File: src/rtl/core_interconnect_if.sv
// Bus bundle between the two neuromorphic cores and core_interconnect.
// a_out_valid/b_out_valid exist only when INTERCONNECT_OUT_VALID_EN is defined.
interface core_interconnect_if #(
    parameter int ADDR_WIDTH = 2,
    parameter int DATA_WIDTH = 32
);
    logic [ADDR_WIDTH-1:0] a_n_addr_in;
    logic [DATA_WIDTH-1:0] a_data_in;
    logic [ADDR_WIDTH-1:0] a_n_addr_out;
    logic [DATA_WIDTH-1:0] a_data_out;
    logic                  a_read_en;
    logic                  a_write_en;
    logic [ADDR_WIDTH-1:0] b_n_addr_in;
    logic [DATA_WIDTH-1:0] b_data_in;
    logic [ADDR_WIDTH-1:0] b_n_addr_out;
    logic [DATA_WIDTH-1:0] b_data_out;
    logic                  b_read_en;
    logic                  b_write_en;
`ifdef INTERCONNECT_OUT_VALID_EN
    logic                  a_out_valid;
    logic                  b_out_valid;
`endif

    modport master (
        output a_n_addr_in, a_data_in, a_read_en, a_write_en,
        output b_n_addr_in, b_data_in, b_read_en, b_write_en,
        input  a_n_addr_out, a_data_out, b_n_addr_out, b_data_out
`ifdef INTERCONNECT_OUT_VALID_EN
        , input a_out_valid, b_out_valid
`endif
    );

    modport slave (
        input  a_n_addr_in, a_data_in, a_read_en, a_write_en,
        input  b_n_addr_in, b_data_in, b_read_en, b_write_en,
        output a_n_addr_out, a_data_out, b_n_addr_out, b_data_out
`ifdef INTERCONNECT_OUT_VALID_EN
        , output a_out_valid, b_out_valid
`endif
    );
endinterface

File: src/rtl/core_interconnect.sv
// Two-core spike interconnect: address-routed writes into per-core receive FIFOs.
// Optional macro INTERCONNECT_OUT_VALID_EN adds one-cycle pop-valid outputs.
module core_interconnect #(
    parameter int ADDR_WIDTH = 2,
    parameter int DATA_WIDTH = 32,
    parameter int FIFO_DEPTH = 4,
    parameter int A_LO       = 0,
    parameter int A_HI       = 0,
    parameter int B_LO       = 1,
    parameter int B_HI       = 2
) (
    input  logic               clk,
    input  logic               reset,
    core_interconnect_if.slave bus
);
    localparam int EW = ADDR_WIDTH + DATA_WIDTH;
    localparam int PW = $clog2(FIFO_DEPTH);
    localparam int CW = PW + 1;

    typedef logic [EW-1:0] entry_t;

    function automatic logic in_rng(input int addr, input int lo, input int hi);
        return (addr >= lo) && (addr <= hi);
    endfunction

    entry_t          w_ent_a, w_ent_b;
    logic            w_ren     [2];
    logic            w_route_a [2];
    logic            w_route_b [2];
    logic            w_pop     [2];
    logic            w_acc_a   [2];
    logic            w_acc_b   [2];
    logic [CW-1:0]   w_free    [2];
    logic [CW-1:0]   w_need_b  [2];

    entry_t          r_mem  [2][FIFO_DEPTH];
    logic [PW-1:0]   r_wptr [2];
    logic [PW-1:0]   r_rptr [2];
    logic [CW-1:0]   r_cnt  [2];
    entry_t          r_out  [2];
`ifdef INTERCONNECT_OUT_VALID_EN
    logic            r_vld  [2];
`endif

    // Index 0 is FIFO_A, index 1 is FIFO_B; port A's push always wins a single free slot.
    always_comb begin
        w_ent_a      = {bus.a_n_addr_in, bus.a_data_in};
        w_ent_b      = {bus.b_n_addr_in, bus.b_data_in};
        w_ren[0]     = bus.a_read_en;
        w_ren[1]     = bus.b_read_en;
        w_route_a[0] = bus.a_write_en && in_rng(int'(bus.a_n_addr_in), A_LO, A_HI);
        w_route_a[1] = bus.a_write_en && in_rng(int'(bus.a_n_addr_in), B_LO, B_HI);
        w_route_b[0] = bus.b_write_en && in_rng(int'(bus.b_n_addr_in), A_LO, A_HI);
        w_route_b[1] = bus.b_write_en && in_rng(int'(bus.b_n_addr_in), B_LO, B_HI);
        for (int unsigned f = 0; f < 2; f++) begin
            w_pop[f]    = w_ren[f] && (r_cnt[f] != '0);
            w_free[f]   = CW'(FIFO_DEPTH) - r_cnt[f];
            w_acc_a[f]  = w_route_a[f] && (w_free[f] != '0);
            w_need_b[f] = w_acc_a[f] ? CW'(2) : CW'(1);
            w_acc_b[f]  = w_route_b[f] && (w_free[f] >= w_need_b[f]);
        end
    end

    always_ff @(posedge clk) begin
        for (int unsigned f = 0; f < 2; f++) begin
            if (w_acc_a[f])
                r_mem[f][r_wptr[f]] <= w_ent_a;
            if (w_acc_b[f])
                r_mem[f][r_wptr[f] + PW'(w_acc_a[f])] <= w_ent_b;
        end
    end

    always_ff @(posedge clk or negedge reset) begin
        if (!reset) begin
            for (int unsigned f = 0; f < 2; f++) begin
                r_wptr[f] <= '0;
                r_rptr[f] <= '0;
                r_cnt[f]  <= '0;
                r_out[f]  <= '0;
`ifdef INTERCONNECT_OUT_VALID_EN
                r_vld[f]  <= 1'b0;
`endif
            end
        end else begin
            for (int unsigned f = 0; f < 2; f++) begin
                r_wptr[f] <= r_wptr[f] + PW'(w_acc_a[f]) + PW'(w_acc_b[f]);
                r_cnt[f]  <= r_cnt[f] - CW'(w_pop[f]) + CW'(w_acc_a[f]) + CW'(w_acc_b[f]);
                if (w_pop[f]) begin
                    r_rptr[f] <= r_rptr[f] + PW'(1);
                    r_out[f]  <= r_mem[f][r_rptr[f]];
                end
`ifdef INTERCONNECT_OUT_VALID_EN
                r_vld[f]  <= w_pop[f];
`endif
            end
        end
    end

    assign bus.a_n_addr_out = r_out[0][EW-1:DATA_WIDTH];
    assign bus.a_data_out   = r_out[0][DATA_WIDTH-1:0];
    assign bus.b_n_addr_out = r_out[1][EW-1:DATA_WIDTH];
    assign bus.b_data_out   = r_out[1][DATA_WIDTH-1:0];
`ifdef INTERCONNECT_OUT_VALID_EN
    assign bus.a_out_valid  = r_vld[0];
    assign bus.b_out_valid  = r_vld[1];
`endif
endmodule

File: src/flat_wrapper.sv
// flat-port wrapper written by rule: the top's interface ports become plain ports
module core_interconnect_flat 
#(
    parameter int ADDR_WIDTH = 2,
    parameter int DATA_WIDTH = 32,
    parameter int FIFO_DEPTH = 4,
    parameter int A_LO       = 0,
    parameter int A_HI       = 0,
    parameter int B_LO       = 1,
    parameter int B_HI       = 2
)
  (clk, reset, bus_a_n_addr_in, bus_a_data_in, bus_a_read_en, bus_a_write_en, bus_b_n_addr_in, bus_b_data_in, bus_b_read_en, bus_b_write_en, bus_a_n_addr_out, bus_a_data_out, bus_b_n_addr_out, bus_b_data_out);
  core_interconnect_if #(.ADDR_WIDTH(ADDR_WIDTH), .DATA_WIDTH(DATA_WIDTH)) bus_i ();
  input  logic clk;
  input  logic reset;
  input wire logic [$bits(bus_i.a_n_addr_in)-1:0] bus_a_n_addr_in;
  input wire logic [$bits(bus_i.a_data_in)-1:0] bus_a_data_in;
  input wire logic [$bits(bus_i.a_read_en)-1:0] bus_a_read_en;
  input wire logic [$bits(bus_i.a_write_en)-1:0] bus_a_write_en;
  input wire logic [$bits(bus_i.b_n_addr_in)-1:0] bus_b_n_addr_in;
  input wire logic [$bits(bus_i.b_data_in)-1:0] bus_b_data_in;
  input wire logic [$bits(bus_i.b_read_en)-1:0] bus_b_read_en;
  input wire logic [$bits(bus_i.b_write_en)-1:0] bus_b_write_en;
  output wire logic [$bits(bus_i.a_n_addr_out)-1:0] bus_a_n_addr_out;
  output wire logic [$bits(bus_i.a_data_out)-1:0] bus_a_data_out;
  output wire logic [$bits(bus_i.b_n_addr_out)-1:0] bus_b_n_addr_out;
  output wire logic [$bits(bus_i.b_data_out)-1:0] bus_b_data_out;
  assign bus_i.a_n_addr_in = bus_a_n_addr_in;
  assign bus_i.a_data_in = bus_a_data_in;
  assign bus_i.a_read_en = bus_a_read_en;
  assign bus_i.a_write_en = bus_a_write_en;
  assign bus_i.b_n_addr_in = bus_b_n_addr_in;
  assign bus_i.b_data_in = bus_b_data_in;
  assign bus_i.b_read_en = bus_b_read_en;
  assign bus_i.b_write_en = bus_b_write_en;
  assign bus_a_n_addr_out = bus_i.a_n_addr_out;
  assign bus_a_data_out = bus_i.a_data_out;
  assign bus_b_n_addr_out = bus_i.b_n_addr_out;
  assign bus_b_data_out = bus_i.b_data_out;
  core_interconnect #(.ADDR_WIDTH(ADDR_WIDTH), .DATA_WIDTH(DATA_WIDTH), .FIFO_DEPTH(FIFO_DEPTH), .A_LO(A_LO), .A_HI(A_HI), .B_LO(B_LO), .B_HI(B_HI)) u_core (.clk(clk), .reset(reset), .bus(bus_i));
endmodule
File: config.mk
export PLATFORM = sky130hd
export DESIGN_NAME = core_interconnect_flat
export DESIGN_NICKNAME = d
export VERILOG_FILES = /design/src/rtl/core_interconnect_if.sv /design/src/rtl/core_interconnect.sv /design/src/flat_wrapper.sv
export SDC_FILE = /design/constraint.sdc
export NUM_CORES = 1
export LEC_CHECK = 0
export CORE_UTILIZATION = 55
export DETAILED_ROUTE_END_ITERATION = 10
export PLACE_DENSITY = 0.74
export SYNTH_ARGS = -nofsm -noshare
export SYNTH_HDL_FRONTEND = slang
export SYNTH_SLANG_ARGS = --single-unit
export TNS_END_PERCENT = 20
File: constraint.sdc
create_clock -name clk -period 4.9 [get_ports clk]
set_input_delay 0.98 -clock clk [delete_from_list [all_inputs] [get_ports clk]]
set_output_delay 0.98 -clock clk [all_outputs]
set_load 0.005 [all_outputs]
### Zoomed window, run 1

Region (69, 69) to (109, 109) um. Cells in grey, sequential cells in the stronger grey; small squares are vias.
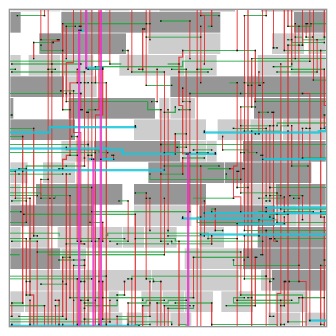
legend:
  red:
    layer: met2
  cyan:
    layer: met3
  green:
    layer: met1
  magenta:
    layer: met4
sequential cells in the window: 22
most frequent: mux2_2 (17), edfxtp_1 (16), buf_4 (11)
cells with their middle in the window: 74
netlist names of flops here include: u_core.r_mem (16), u_core.r_rptr (3)

### Wiring heat map, run 1

Bar = 50 um. The die is cut into 35 by 35 equal tiles; white is low, dark blue is high, scaled to the fullest tile. Values are wire area over tile area, all layers added.
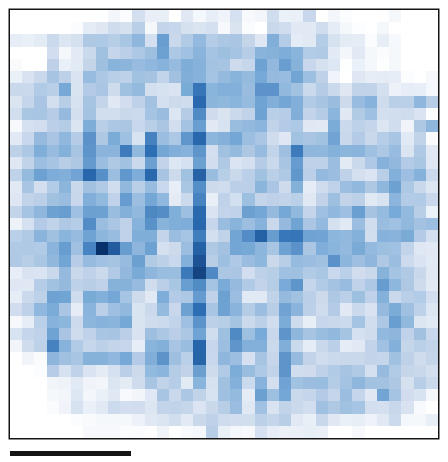
fullest tile: 0.62
mean over tiles: 0.18
tiles over half the peak: 10%
nearly empty tiles: 6.9%

### Clock nets, run 1

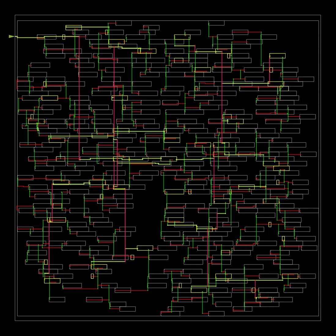
Layout Skew: 0.00914 ns
clock tree sinks: 354

==> impl_metrics.csv, run 1 <==
group,metric,value,unit
drt,drt-total-wl,36500,um
yosys,netlist_logic_family_top,"multiplexers",
clock_network,clk_latency,0.51,ns
setup_path,rrSetupSlack,1.49,ns
clock_network,cts_tree,"done",
layout,utilization,0.667,
setup_path,crit_required,5.29,ns
yosys,syn-mean-instance-area,18.6,um2
final_timing,worst_pin_slew,1.15,ns
hold_path,worstHoldStart,"u_core.bus.a_data_out[7]",
layout,comb_cells,486,
floorplanning,io_pins,142,
setup_path,path_cells,"clkdlybuf4s50_1, clkinv_1, ha_1, nand3_1, ha_1, nand2b_2, a21oi_4, or2_2, ha_1, inv_1, fa_1, fa_1, xnor2_1",
floorplanning,core_area,0.0300,mm2
yosys,top_cell_area_share,0.483,
yosys,fp_nets,1004,
layout,num-nonclk-inverters,18,
power,p_leak,6.94,nW
drt,drcViolationCount,0,
layout,fillers,2078,
layout,comb_area,0.00626,mm2
job,max_cap_violations,0,
yosys,synth-seq-cells,354,
drt,top_layer,"met5",
layout,final_nets,1173,
setup_path,cp.depth,13,
layout,final.signal_buffer_count,179,
hold_path,hold_class,"reg2reg",
yosys,yosys_warnings,0,
drt,met3_length,1790,um
drt,vias_per_cell,5.96,
yosys,synthDistinctLibCells,35,
clock_network,cts_resized,0,
yosys,yosys-top-cells-count,"286 x mux2_2, 272 x edfxtp_1, 82 x dfrtp_1",
layout,design.seq.count,354,
floorplanning,dieWidth,177,um
drt,ant_nets,0,
hold_path,holdPathEnd,"u_core.bus.a_data_out[7]",
setup_path,max_stage_delay,0.46,ns
final_timing,rsz0062_at_grt,"false",
layout,diodes,1,
yosys,synth_area_leader_cell,"edfxtp_1",
placement,place.port_buffers,141,
final_timing,setup_ws,1.02,ns
layout,flop_area,0.0102,mm2
setup_path,reg2reg_from,"u_core.r_cnt[3]",
setup_path,critPathKind,"in2reg",
drt,drt_pass1_iterations,5,
yosys,ys_sh_aoi,0.00481,
clock_network,cts_buffers,38,
layout,area_growth,18.2,%
yosys,syn_inst,908,
yosys,yosysMostFrequentCell,"mux2_2",
yosys,ys_seq_share,0.604,
power,p_per_area,552,mW/mm2
power,comb-power,3.56,mW
clock_network,cts_buffer_depth,3,
drt,drt_iter0_drc,558,
floorplanning,tap_cells,390,
global_routing,antenna_found_initial,2,
power,vdd_drop_max,0.000354,V
yosys,flop_cell,"edfxtp_1",
status,outcome,"finished, final reports clean",
### Met3 routing, run 1

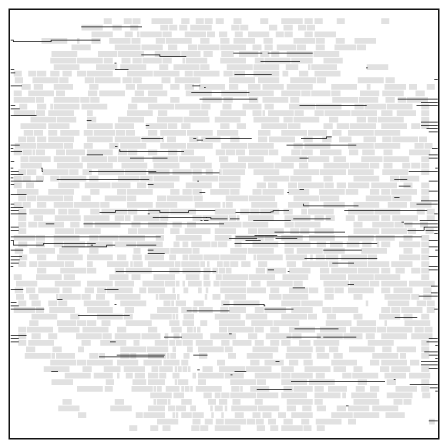

## Run 2: what changed since run 1
==> constraint.sdc (replaced) <==
create_clock -name clk -period 3.6 [get_ports clk]
set_input_delay 0.72 -clock clk [delete_from_list [all_inputs] [get_ports clk]]
set_output_delay 0.72 -clock clk [all_outputs]
set_load 0.005 [all_outputs]
### Met3 routing, run 2

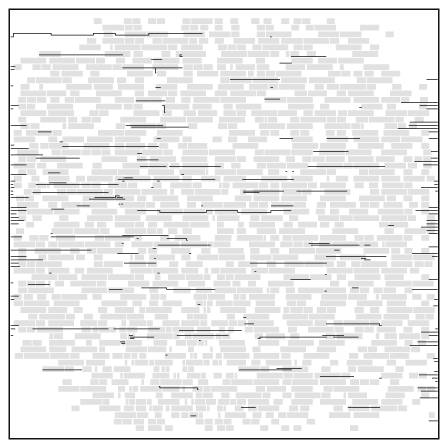
main direction: horizontal
share of all routed wire: 4.5%

### Wiring heat map, run 2

Bar = 50 um. The die is cut into 35 by 35 equal tiles; white is low, dark blue is high, scaled to the fullest tile. Values are wire area over tile area, all layers added.
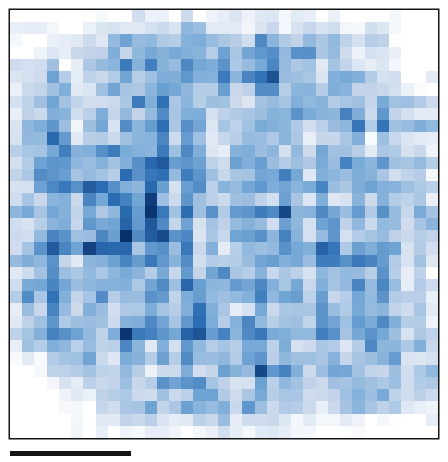
fullest tile: 0.52
nearly empty tiles: 6.9%
mean over tiles: 0.19

### Clock wires, drivers and flops, run 2

Bar = 50 um.
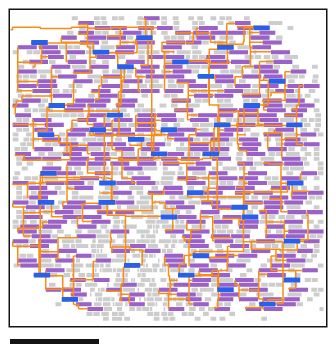
legend:
  blue:
    item: cells driving clock nets
    count: 38
  orange:
    item: clock wires
    length: 4210 um
  purple:
    item: flip-flops
    count: 354
flops lie: all over the die
routed clock nets: 39

==> run 2 against run 1 <==
Largest cell class unchanged. Largest power group unchanged. Utilization is 1.2 points higher. Clock skew is 0.0036 ns higher. Flip-flop count stayed put. Critical endpoint is now u_core.r_cnt[5].
==> impl_metrics.csv, run 2 <==
group,metric,value,unit
clock_network,hold_buffers,0,
setup_path,max_stage_delay,0.40,ns
clock_network,cts_buffers,38,
final_timing,setup_ws,0.266,ns
power,vdd_drop_max,0.000400,V
yosys,syn-mean-instance-area,18.6,um2
drt,wl_met1,15800,um
yosys,netlist_logic_family_top,"multiplexers",
placement,place.port_buffers,141,
layout,flop_area,0.0102,mm2
yosys,syn_inst,908,
layout,diodes,0,
clock_network,cts_tree,"done",
clock_network,clk_pin_slew_worst_paths,0.06,ns
drt,drcViolationCount,0,
setup_path,critPathKind,"reg2reg",
final_timing,clock.fmax,300,MHz
power,p_sw,4.45,mW
global_routing,grt_busiest_layer,"met2",
drt,drt_iter0_drc,630,
drt,met3_length,1690,um
yosys,synth_area_leader_cell,"edfxtp_1",
setup_path,crit_family,"adder cells",
placement,place_inst,1449,
power,total_power,15.2,mW
layout,utilization,0.679,
layout,num-nonclk-inverters,18,
yosys,top_cells_by_area,"edfxtp_1 48%, mux2_2 19%, dfrtp_1 12%",
setup_path,cp.depth,14,
job,max_cap_violations,0,
layout,dominant_cells,"flip-flops and latches",
drt,drt_pass1_iterations,5,
layout,final.signal_buffer_count,201,
final_timing,rsz0062_at_grt,"false",
yosys,top_cell_area_share,0.483,
clock_network,cts_resized,0,
drt,vias_per_cell,5.94,
final_timing,hold_ws,0.366,ns
yosys,synth-seq-cells,354,
yosys,ys_seq_share,0.604,
setup_path,worst_path_most_repeated_cell,"ha_1",
yosys,synth-xor-area-share,0.00814,
power,p_per_area,747,mW/mm2
setup_path,reg2reg_from,"u_core.r_cnt[3]",
floorplanning,tap_cells,390,
layout,nonClkBufAreaFrac,0.107,
final_timing,finalClockSkew,0.0127,ns
power,comb-power,5.22,mW
setup_path,arrival,3.73,ns
setup_path,start_kind,"register",
yosys,yosys_warnings,0,
yosys,ys_sh_aoi,0.00481,
layout,sh_comb_area,0.308,
final_timing,min_period,3.33,ns
setup_path,rrSetupSlack,0.27,ns
status,outcome,"finished, final reports clean",
layout,fillers,2012,
global_routing,track_usage,0.248,
setup_path,crit_required,4.00,ns
yosys,flop_cell,"edfxtp_1",
global_routing,grt_pass1_vias,9666,
floorplanning,dieWidth,177,um
setup_path,endpoint,"u_core.r_cnt[5]",
job,warnings,29,
hold_path,hold_class,"in2async",
yosys,enable_flop_cells,272,
drt,drt-total-wl,37200,um
clock_network,clk_latency,0.52,ns
yosys,synthDistinctLibCells,35,
layout,design.seq.count,354,
drt,wl_per_cell,24.6,um
layout,area_growth,20.3,%
global_routing,grt_max_degree,67,
power,comb_power_share,0.343,
global_routing,groute.layer.met1.usage,0.332,
yosys,yosys-top-cells-count,"286 x mux2_2, 272 x edfxtp_1, 82 x dfrtp_1",
clock_network,clock_sinks,354,
yosys,mux_share,0.320,
yosys,yosysMostFrequentCell,"mux2_2",
layout,final_nets,1195,
clock_network,cts-root-buf,"clkbuf_16",
layout,comb_area,0.00626,mm2
yosys,ys_async_sr_fraction,0.232,
yosys,simple_gate_share,0.0169,
power,intPower,10.7,mW
power,p_leak,7.09,nW
drt,top_layer,"met5",
placement,gp_congestion,0.764,
drt,dr_wl_met2,19000,um
floorplanning,dieHeight,177,um
floorplanning,io_pins,142,
clock_network,cts_buffer_depth,3,
layout,largest_reg_flops,272,
yosys,fp_nets,1004,
setup_path,path_cells,"inv_1, ha_1, ha_1, nand2_1, nand3_1, ha_1, nand2b_2, a21oi_4, or2_2, ha_1, inv_1, fa_1, fa_1, xnor2_1",
placement,place_ws,-0.245,ns
layout,comb_cells,486,
drt,ant_nets,0,
final_timing,worst_pin_slew,1.20,ns
global_routing,antenna_found_initial,1,
setup_path,crit_start,"u_core.r_cnt[3]",
power,top_power_group,"sequential cells",
layout,drive_gt1_frac,0.459,
power,pg_clk,3.56,mW
global_routing,grt_pass1_wl,57700,um
power,p_seq_frac,0.422,
floorplanning,core_area,0.0300,mm2
No activity file was given, so power comes from the tool's default toggle rates.
